==> run_1/layers.png <==
Two of the layers only.
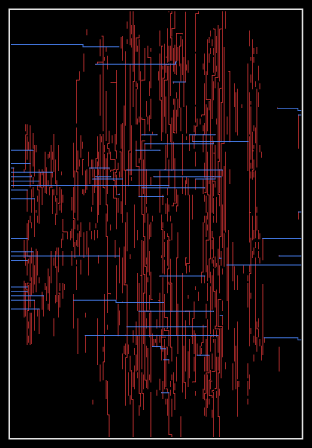
==> run_1/clock_nets.png <==
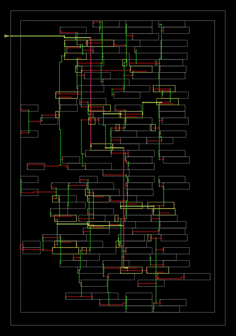
==> run_1/route_heat.png <==
The die is cut into 18 by 26 equal tiles; dark purple is low, yellow is high, scaled to the fullest tile. Values are wire area over tile area, all layers added.
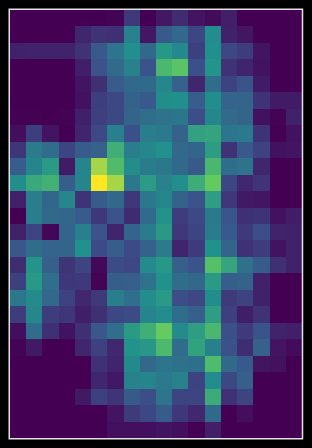
[config.mk]
export PLATFORM = sky130hd
export DESIGN_NAME = latency_credit_fifo
export DESIGN_NICKNAME = d
export VERILOG_FILES = /design/src/rtl/latency_credit_fifo.sv
export SDC_FILE = /design/constraint.sdc
export NUM_CORES = 1
export LEC_CHECK = 0
export ABC_AREA = 1
export CAP_MARGIN = 25
export CORE_AREA = 4 4 86 128
export DETAILED_ROUTE_END_ITERATION = 16
export DIE_AREA = 0 0 90 132
export DONT_BUFFER_PORTS = 1
export PLACE_DENSITY = 0.69
export SETUP_SLACK_MARGIN = 0.15
export SLEW_MARGIN = 40
export SYNTH_ARGS = -nofsm -noshare
export SYNTH_HDL_FRONTEND = slang
export SYNTH_SLANG_ARGS = --single-unit
[constraint.sdc]
create_clock -name clk -period 3.6 [get_ports clk]
set_clock_uncertainty 0.05 [all_clocks]
set_input_delay 0.72 -clock clk [delete_from_list [all_inputs] [get_ports clk]]
set_output_delay 0.72 -clock clk [all_outputs]
set_load 0.005 [all_outputs]
[src/rtl/latency_credit_fifo.sv]
// Credit-gated first-word-fall-through FIFO behind a fixed-latency delay line.
// Optional feature macro: LATENCY_CREDIT_FIFO_BYPASS_EN (same-cycle bypass when empty).
module latency_credit_fifo #(
  parameter int DATA_WIDTH = 12,
  parameter int DEPTH      = 8,
  parameter int PTR_WIDTH  = 3,
  parameter int CNT_WIDTH  = 4
) (
  input  logic                  clk,
  input  logic                  rst,
  input  logic                  issue,
  output logic                  credit_ok,
  input  logic                  in_valid,
  input  logic [DATA_WIDTH-1:0] in_data,
  output logic                  out_valid,
  output logic [DATA_WIDTH-1:0] out_data,
  input  logic                  out_ready,
  output logic [CNT_WIDTH-1:0]  count,
  output logic [CNT_WIDTH-1:0]  credits,
  output logic                  ovf_err,
  output logic                  crd_err
);

  logic [DATA_WIDTH-1:0] mem_q [DEPTH];
  logic [PTR_WIDTH-1:0]  wr_ptr_q, wr_ptr_d;
  logic [PTR_WIDTH-1:0]  rd_ptr_q, rd_ptr_d;
  logic [CNT_WIDTH-1:0]  count_q, count_d;
  logic [CNT_WIDTH-1:0]  credits_q, credits_d;
  logic                  ovf_err_q, ovf_err_d;
  logic                  crd_err_q, crd_err_d;
  logic                  empty_s, full_s, pop_s, push_s, byp_s, issue_acc_s;

  // Next-state for pointers, occupancy, credits and sticky flags.
  always_comb begin
    empty_s     = (count_q == CNT_WIDTH'(0));
    full_s      = (count_q == CNT_WIDTH'(DEPTH));
    pop_s       = !empty_s && out_ready;
`ifdef LATENCY_CREDIT_FIFO_BYPASS_EN
    byp_s       = empty_s && in_valid && out_ready;
`else
    byp_s       = 1'b0;
`endif
    // A pop in the same cycle frees the slot, so a push while full is still accepted.
    push_s      = in_valid && !byp_s && (!full_s || pop_s);
    issue_acc_s = issue && (credits_q != CNT_WIDTH'(0));

    wr_ptr_d  = wr_ptr_q;
    rd_ptr_d  = rd_ptr_q;
    if (push_s) begin
      wr_ptr_d = wr_ptr_q + PTR_WIDTH'(1);
    end else begin
      wr_ptr_d = wr_ptr_q;
    end
    if (pop_s) begin
      rd_ptr_d = rd_ptr_q + PTR_WIDTH'(1);
    end else begin
      rd_ptr_d = rd_ptr_q;
    end

    count_d   = count_q + CNT_WIDTH'(push_s) - CNT_WIDTH'(pop_s);
    credits_d = credits_q - CNT_WIDTH'(issue_acc_s) + CNT_WIDTH'(pop_s) + CNT_WIDTH'(byp_s);
    ovf_err_d = ovf_err_q || (in_valid && full_s && !pop_s);
    crd_err_d = crd_err_q || (issue && !issue_acc_s);
  end

  // Control state register with synchronous reset.
  always_ff @(posedge clk) begin
    if (rst) begin
      wr_ptr_q  <= PTR_WIDTH'(0);
      rd_ptr_q  <= PTR_WIDTH'(0);
      count_q   <= CNT_WIDTH'(0);
      credits_q <= CNT_WIDTH'(DEPTH);
      ovf_err_q <= 1'b0;
      crd_err_q <= 1'b0;
    end else begin
      wr_ptr_q  <= wr_ptr_d;
      rd_ptr_q  <= rd_ptr_d;
      count_q   <= count_d;
      credits_q <= credits_d;
      ovf_err_q <= ovf_err_d;
      crd_err_q <= crd_err_d;
    end
  end

  // Storage array; contents are intentionally not reset.
  always_ff @(posedge clk) begin
    if (push_s && !rst) begin
      mem_q[wr_ptr_q] <= in_data;
    end
  end

  assign credit_ok = (credits_q != CNT_WIDTH'(0));
  assign count     = count_q;
  assign credits   = credits_q;
  assign ovf_err   = ovf_err_q;
  assign crd_err   = crd_err_q;

`ifdef LATENCY_CREDIT_FIFO_BYPASS_EN
  assign out_valid = !empty_s || in_valid;
  assign out_data  = empty_s ? in_data : mem_q[rd_ptr_q];
`else
  assign out_valid = !empty_s;
  assign out_data  = mem_q[rd_ptr_q];
`endif

endmodule

==> impl_metrics.env, run 1 <==
# physical design summary
export IMPL_comb_power_uw=958
export IMPL_most_common_flop_cell_mapped_by_yosys="sky130_fd_sc_hd__edfxtp_1"
export IMPL_vdd_drop_max_mv=0.501
export IMPL_crit_reg2reg_launch="count[2]$_SDFF_PP0_"
export IMPL_final_cell_area_mm2=0.00549
export IMPL_tritoncts="built"
export IMPL_fp_coreArea_mm2=0.00997
export IMPL_leakage_uw=0.00201
export IMPL_dr_wl_met2_um=4940
export IMPL_finalHoldViolations=0
export IMPL_share_seq_of_total_power=0.388
export IMPL_wl_met3_um=616
export IMPL_maxCapViolCount=0
export IMPL_layout_top_cells_excl_fill_tap="99 x sky130_fd_sc_hd__nor2_1, 96 x sky130_fd_sc_hd__edfxtp_1, 52 x sky130_fd_sc_hd__nand2_1"
export IMPL_io_buffer_count=0
export IMPL_clock_root_buffer="sky130_fd_sc_hd__clkbuf_16"
export IMPL_total_switching_power_uw=1250
export IMPL_post_route_drc_count=0
export IMPL_timing_worst_setup_path_type="reg2out"
export IMPL_final_min_clock_period_ps=2690
export IMPL_cell_internal_pwr_uw=2960
export IMPL_worst_skew_pair_late_latency_ps=400
export IMPL_cp_depth=5
export IMPL_top_power_group="sequential cells"
export IMPL_finalClockPeriodUsage=0.749
export IMPL_total_power_uw=4200
export IMPL_grt_first_pass_wirelength_um=15600
export IMPL_post_cts_resized=0
export IMPL_status="complete, no violations"
export IMPL_initial_antenna_violation_count=0
export IMPL_synth_cells_most_frequent="99 x sky130_fd_sc_hd__nor2_1, 96 x sky130_fd_sc_hd__edfxtp_1, 52 x sky130_fd_sc_hd__nand2_1"
export IMPL_setup_worst_path_start_class="flop"
export IMPL_layout_top_cell="sky130_fd_sc_hd__nor2_1"
export IMPL_number_of_enable_type_register_cells_in_the_synthesized_netlist=96
export IMPL_slew_viol_final=0
export IMPL_power_sequential_total_uw=1630
export IMPL_via_per_inst=5.35
export IMPL_post_dp_hpwl_um=5710
export IMPL_comb_power_share=0.228
export IMPL_synthesis_nets=461
export IMPL_arrival_ps=1920
export IMPL_worst_path_largest_cell_delay_ps=500
export IMPL_synth_warnings=0
-- layers.png (at the start) --
- red: M2 (wire length 4940 um)
- blue: M3 (wire length 616 um)
wire length per cell: 16.4 um
routed wire length: 9340 um

-- clock_nets.png (at the start) --
total clock buffers created by CTS: 17
total clock sinks: 115
CLK BUF: 21
flip-flops: 115
Clock group: 1620 uW

-- route_heat.png (at the start) --
- mean over tiles: 0.13
- nearly empty tiles: 22%
- densest ninth of the die: middle
- fullest tile: 0.56
- tiles over half the peak: 8.8%
number of vias after detailed routing: 3054
overall track demand over capacity in global routing: 0.168

-- run 1: metrics by stage --
step,hold slack [ps],worst slack (ps)
6_report,331,905
5_1_grt,318,706
4_1_cts,320,947
3_5_place_dp,415,1280
3_3_place_gp,412,1340
2_1_floorplan,397,1410
-- run 1: cell families (layout without fill, tap and decap cells) --
| group | count (synthesis) | in the layout | share of synthesized area |
|---|---|---|---|
| AND-OR/OR-AND | 87 | 87 | 0.0909 |
| XOR/XNOR | 2 | 2 | 0.00364 |
| adder cells (fa/ha/maj) | 13 | 13 | 0.0369 |
| buffers and inverters | 46 | 69 | 0.0501 |
| flip-flops | 115 | 115 | 0.677 |
| AND/OR/NAND/NOR | 168 | 168 | 0.141 |
-- run 1: metal layers --
layer | vias up | GRT usage
met1 | 1474 | 0.187
li1 | 1490 | -
met5 | - | 0
met2 | 82 | 0.295
met3 | 8 | 0.0474
met4 | 0 | 0.0809
-- run 1: how the worst min path moves through the flow --
stage                            start  cells past startpoint                  end  slack [ps]
global placement    ovf_err$_SDFF_PP0_                      2   ovf_err$_SDFF_PP0_         410
CTS                                rst                      1  count[0]$_SDFF_PP0_         320
floorplan           crd_err$_SDFF_PP0_                      2   crd_err$_SDFF_PP0_         400
global route                       rst                      1  count[0]$_SDFF_PP0_         320
finish                             rst                      1  count[1]$_SDFF_PP0_         330
detailed placement  crd_err$_SDFF_PP0_                      2   crd_err$_SDFF_PP0_         420
-- run 1: layout make-up --
class                   count  area [um^2]
fillers                   808         4480
flip-flops and latches    115         3260
multi-input cells         270         1310
clock buffers              21          440
well taps                 117          146
clock inverters            11          136
inverters                  25         95.1
repair buffers             12         90.1
-- run 1: sequential cells by signal (all words and copies together) (netlist names), named ones only --
register	flops
mem_q	96
count	4
credits	4
rd_ptr_q	3
wr_ptr_q	3
crd_err	1
ovf_err	1
==> inputs of run 2 (changes only) <==
==> constraint.sdc (replaced) <==
create_clock -name clk -period 2.6 [get_ports clk]
set_clock_uncertainty 0.05 [all_clocks]
set_input_delay 0.52 -clock clk [delete_from_list [all_inputs] [get_ports clk]]
set_output_delay 0.52 -clock clk [all_outputs]
set_load 0.005 [all_outputs]
==> run_2/route_heat.png <==
The die is cut into 18 by 26 equal tiles; dark purple is low, yellow is high, scaled to the fullest tile. Values are wire area over tile area, all layers added.
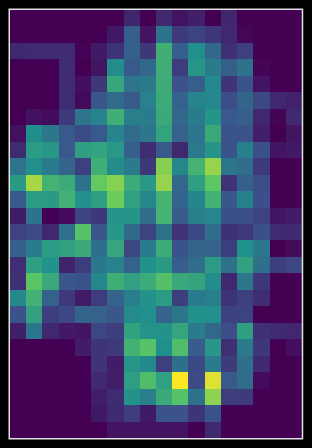
- mean over tiles: 0.12
- densest ninth of the die: middle
- nearly empty tiles: 23%
- fullest tile: 0.46
- tiles over half the peak: 19%
routed wire length: 8980 um
wire length per cell: 15.7 um
overall track demand over capacity in global routing: 0.161
number of vias after detailed routing: 3044

==> run_2/util_map.png <==
Scale bar: 20 um. The die is cut into 9 by 13 equal tiles; dark purple is low, yellow is high, 0 to 100% covered.
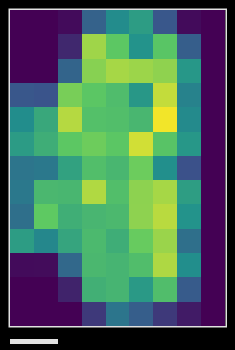
- nearly empty tiles: 21%
- mean over tiles: 45%
- densest ninth of the die: middle
core utilization of the finished layout: 0.551
Floorplan Utilization: 0.483
area inside the core boundary: 0.00997 mm^2

==> run 2 against run 1 <==
  * Critical path depth rose by 1
  * Register-to-register slack got worse by 830 ps
  * First-iteration DRC count fell by 25%
  * Sequential share of layout area fell by 0.068 points
  * Largest power group unchanged
==> impl_metrics.env, run 2 <==
# physical design summary
export IMPL_status="complete, no violations"
export IMPL_pwr_density_cell_mw_per_mm2=1040
export IMPL_yosys_xor_share=0.00364
export IMPL_place_congestion=0.762
export IMPL_worst_path_largest_cell_delay_ps=320
export IMPL_synth_warnings=0
export IMPL_grt_util_met2=0.299
export IMPL_ys_seq_share=0.677
export IMPL_layout_top_cell="sky130_fd_sc_hd__nor2_1"
export IMPL_tritoncts="built"
export IMPL_globalRoute_busiestLayer="met2"
export IMPL_clock_root_buffer="sky130_fd_sc_hd__clkbuf_16"
export IMPL_met3_resource_use_gr=0.0543
export IMPL_worst_slew_pin_slew_ps=537
export IMPL_ys_top_logic_family="simple AND/OR/NAND/NOR gates"
export IMPL_cell_internal_pwr_uw=4020
export IMPL_mapped_avg_cell_area_um2=11.2
export IMPL_antenna_diode_count=0
export IMPL_grt_first_pass_wirelength_um=14600
export IMPL_wl_met3_um=502
export IMPL_place_ws_ps=328
export IMPL_detail_route_first_pass_iterations=4
export IMPL_timing_worst_setup_path_type="reg2out"
export IMPL_setup_worst_path_start_class="flop"
export IMPL_via_per_inst=5.31
export IMPL_max_flop_register="mem_q"
export IMPL_io_buffer_count=0
export IMPL_share_seq_of_total_power=0.394
export IMPL_final_min_clock_period_ps=2230
export IMPL_cts_sinks=115
export IMPL_post_dp_hpwl_um=5530
export IMPL_cts_buffers_inserted=17
export IMPL_most_common_flop_cell_mapped_by_yosys="sky130_fd_sc_hd__edfxtp_1"
export IMPL_ys_sh_aoi=0.0909
export IMPL_post_synth_fa_ha_maj_area_fraction=0.0369
export IMPL_synth_cells_most_frequent="99 x sky130_fd_sc_hd__nor2_1, 96 x sky130_fd_sc_hd__edfxtp_1, 52 x sky130_fd_sc_hd__nand2_1"
export IMPL_muxShareOfSynthArea=0
export IMPL_finalHoldViolations=0
export IMPL_slew_viol_final=0
export IMPL_dr_wl_met2_um=5000
export IMPL_die_width_um=90
export IMPL_switching_share=0.299
export IMPL_worst_hold_slack_ps=134
export IMPL_layout_top_cells_excl_fill_tap="99 x sky130_fd_sc_hd__nor2_1, 96 x sky130_fd_sc_hd__edfxtp_1, 51 x sky130_fd_sc_hd__nand2_1"
export IMPL_worst_skew_pair_late_latency_ps=400
export IMPL_leakage_uw=0.00202
export IMPL_finalWorstSetupSlack_ps=372
export IMPL_initial_antenna_violation_count=0
export IMPL_total_power_uw=5720
export IMPL_post_route_drc_count=0
export IMPL_comb_power_uw=1360
export IMPL_highest_metal_used="met4"
export IMPL_postSynthRegisterBits=115
export IMPL_cp_required_ps=2030
export IMPL_largest_register_ffs=96
export IMPL_power_clock_total_uw=2110
export IMPL_arrival_ps=1660
export IMPL_total_switching_power_uw=1710
export IMPL_top_power_group="sequential cells"
export IMPL_power_sequential_total_uw=2260
export IMPL_number_of_enable_type_register_cells_in_the_synthesized_netlist=96
export IMPL_groute_layer_met1_usage=0.158
export IMPL_finalClockPeriodUsage=0.857
export IMPL_synthesis_nets=461
export IMPL_vdd_drop_max_mv=0.631
export IMPL_final_cell_area_mm2=0.00549
==> run 2: cell counts after synthesis <==
Identical to the previous run, type by type.
==> run 2: logic make-up after synthesis <==
| logic type | after synthesis |
|---|---|
| compound gates | 87 |
| xor+xnor | 2 |
| fa+ha+maj | 13 |
| buf+inv | 46 |
| flops | 115 |
| simple gates | 168 |
==> run 2: what timing repair did <==
| action | CTS | global route |
|---|---|---|
| hold endpoints to repair | 0 | 0 |
| gates resized | 0 | 2 |
| setup endpoints to repair | 0 | 4 |
==> run 2: final cells by class <==
cell class              count  area (um^2)
clock buffers              19          433
clock inverters            13          118
fillers                   803         4470
inverters                  25         93.8
multi-input cells         270         1320
flip-flops and latches    115         3260
well taps                 117          146
repair buffers             14          121
==> run 2: path summary, 6_finish.rpt <==
check	from	to	cells after the start
hold reg to reg	crd_err$_SDFF_PP0_	crd_err$_SDFF_PP0_	2
setup reg to reg	count[2]$_SDFF_PP0_	count[2]$_SDFF_PP0_	12
hold / removal	rst	count[0]$_SDFF_PP0_	1
setup / recovery	flop	out_data[3]	6
==> run 2: worst register-to-register path: stages, from the launching register on <==
cell,delay [ps]
sky130_fd_sc_hd__dfxtp_1,350
sky130_fd_sc_hd__inv_1,90
sky130_fd_sc_hd__ha_1,210
sky130_fd_sc_hd__nand2_2,90
sky130_fd_sc_hd__nand2_2,150
sky130_fd_sc_hd__nor2_2,180
sky130_fd_sc_hd__inv_1,70
sky130_fd_sc_hd__nand2_1,70
sky130_fd_sc_hd__ha_1,130
sky130_fd_sc_hd__inv_1,50
sky130_fd_sc_hd__fa_1,370
sky130_fd_sc_hd__xor2_1,150
sky130_fd_sc_hd__nor2_1,50
==> inputs of run 3 (changes only) <==
--- a/config.mk
+++ b/config.mk
@@ -8,9 +8,11 @@
 export ABC_AREA = 1
 export CAP_MARGIN = 25
 export CORE_AREA = 4 4 86 128
+export CTS_CLUSTER_DIAMETER = 80
 export DETAILED_ROUTE_END_ITERATION = 16
 export DIE_AREA = 0 0 90 132
 export DONT_BUFFER_PORTS = 1
+export GPL_ROUTABILITY_DRIVEN = 1
 export PLACE_DENSITY = 0.69
 export SETUP_SLACK_MARGIN = 0.15
 export SLEW_MARGIN = 40
==> run_3/clock_nets.png <==
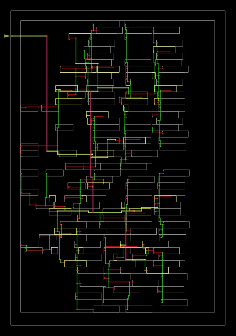
Clock group: 2110 uW
CLK BUF: 19

==> run_3/util_map.png <==
Scale bar: 20 um. The die is cut into 9 by 13 equal tiles; dark purple is low, yellow is high, 0 to 100% covered.
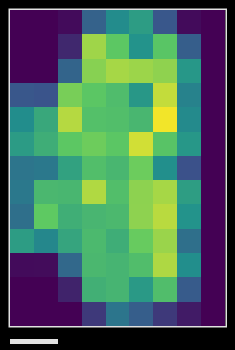
- mean over tiles: 45%
- densest ninth of the die: middle
- nearly empty tiles: 21%
- fullest tile: 98%
- tiles over 75% full: 18%

==> run 3 against run 2 <==
  * Worst hold slack unchanged
  * Non-clock buffer count did not move
  * Sequential power is essentially flat
  * Maximum frequency unchanged
  * Clock power about the same
  * Core utilization did not move
  * Routed wire length stayed put
  * First-iteration DRC count is the same
  * Synthesized area did not move
  * Count of clock-buffer cells in the layout did not move
  * Sequential share of layout area unchanged
  * Synthesized cell count unchanged
  * Critical endpoint unchanged
==> impl_metrics.env, run 3 <==
# physical design summary
export IMPL_status="complete, no violations"
export IMPL_cts_buffers_inserted=17
export IMPL_holdPathStages=1
export IMPL_worst_slew_pin_slew_ps=537
export IMPL_via_per_inst=5.31
export IMPL_grt_util_all_layers=0.161
export IMPL_drt_total_wl_um=8980
export IMPL_most_common_flop_cell_mapped_by_yosys="sky130_fd_sc_hd__edfxtp_1"
export IMPL_finalWorstSetupSlack_ps=372
export IMPL_max_flop_register="mem_q"
export IMPL_cp_endpoint="out_data[3]"
export IMPL_slew_viol_final=0
export IMPL_arrival_ps=1660
export IMPL_worstReg2RegEnd="count[2]$_SDFF_PP0_"
export IMPL_worst_skew_pair_late_latency_ps=400
export IMPL_postSynthRegisterBits=115
export IMPL_synth_cells_most_frequent="99 x sky130_fd_sc_hd__nor2_1, 96 x sky130_fd_sc_hd__edfxtp_1, 52 x sky130_fd_sc_hd__nand2_1"
export IMPL_reg2regPathDepth=12
export IMPL_vias=3044
export IMPL_floorplan_core_util=0.483
export IMPL_ys_seq_share=0.677
export IMPL_vdd_drop_max_mv=0.631
export IMPL_layout_top_cells_excl_fill_tap="99 x sky130_fd_sc_hd__nor2_1, 96 x sky130_fd_sc_hd__edfxtp_1, 51 x sky130_fd_sc_hd__nand2_1"
export IMPL_crit_reg2reg_launch="count[2]$_SDFF_PP0_"
export IMPL_worst_hold_slack_ps=134
export IMPL_io_buffer_count=0
export IMPL_initial_antenna_violation_count=0
export IMPL_timing_worst_setup_path_type="reg2out"
export IMPL_antenna_diode_count=0
export IMPL_place_ws_ps=328
export IMPL_final_cell_area_mm2=0.00549
export IMPL_holdPathEnd="count[0]$_SDFF_PP0_"
export IMPL_grt_first_pass_wirelength_um=14600
export IMPL_detail_route_wl_per_cell_um=15.7
export IMPL_die_width_um=90
export IMPL_detail_route_first_pass_iterations=4
export IMPL_pwr_density_cell_mw_per_mm2=1040
export IMPL_cp_required_ps=2030
export IMPL_post_route_drc_count=0
export IMPL_number_of_enable_type_register_cells_in_the_synthesized_netlist=96
export IMPL_layout_top_cell="sky130_fd_sc_hd__nor2_1"
export IMPL_maxCapViolCount=0
export IMPL_largest_register_ffs=96
export IMPL_synth_warnings=0
export IMPL_fp_coreArea_mm2=0.00997
export IMPL_setup_worst_path_start_class="flop"
==> run 3: cell counts in the layout (fill, tap and decap cells not counted) <==
No cell type changed its count.
==> run 3: layout make-up <==
class,instances,area [um^2]
Sequential cell,115,3260
Inverter,25,93.8
Fill cell,803,4470
Tap cell,117,146
Clock inverter,13,118
Multi-Input combinational cell,270,1320
Timing Repair Buffer,14,121
Clock buffer,19,433
==> run 3: kinds of logic after synthesis <==
logic type                 share of synthesized area
and+or+nand+nor                                0.141
DFF                                            0.677
AOI/OAI and AO/OA                             0.0909
buffers and inverters                         0.0501
adders and majority gates                     0.0369
xor gates and xnor gates                     0.00364
==> run 3: stage by stage <==
step / total power [uW] / std cells / utilization
final: 5720 / 573 / 0.551
after global routing: 6110 / 573 / 0.551
after CTS: 5770 / 573 / 0.550
after detailed placement: 3650 / 541 / 0.495
after global placement: 3580 / 541 / 0.495
after floorplan: 3400 / 431 / -
==> run 3: where the power goes <==
part	leakage [uW]	switching (uW)	internal, uW
logic	0.000728	871	486
registers	0.00102	109	2150
clock network	0.000271	729	1380
==> run 3: metal layers <==
layer / track usage / up-vias / wire, um
met4: 0.0767 / 0 / 120
met3: 0.0543 / 10 / 502
met2: 0.299 / 79 / 5000
met1: 0.158 / 1460 / 3360
li1: - / 1495 / -
met5: 0 / - / 0
==> run 3: critical path: stages (launching register included) <==
cell                      delay (ps)
sky130_fd_sc_hd__dfxtp_1         320
sky130_fd_sc_hd__inv_2           310
sky130_fd_sc_hd__buf_12          230
sky130_fd_sc_hd__nor2_1           60
sky130_fd_sc_hd__o21ai_1         140
sky130_fd_sc_hd__nand2_1          70
sky130_fd_sc_hd__nand2_1         140
==> run 3: repair_timing <==
item                                    4_1_cts  5_1_grt
endpoints found under the setup margin        0        4
endpoints found under the hold margin         0        0
gates resized                                 0        2
No activity file was given, so power comes from the tool's default toggle rates.
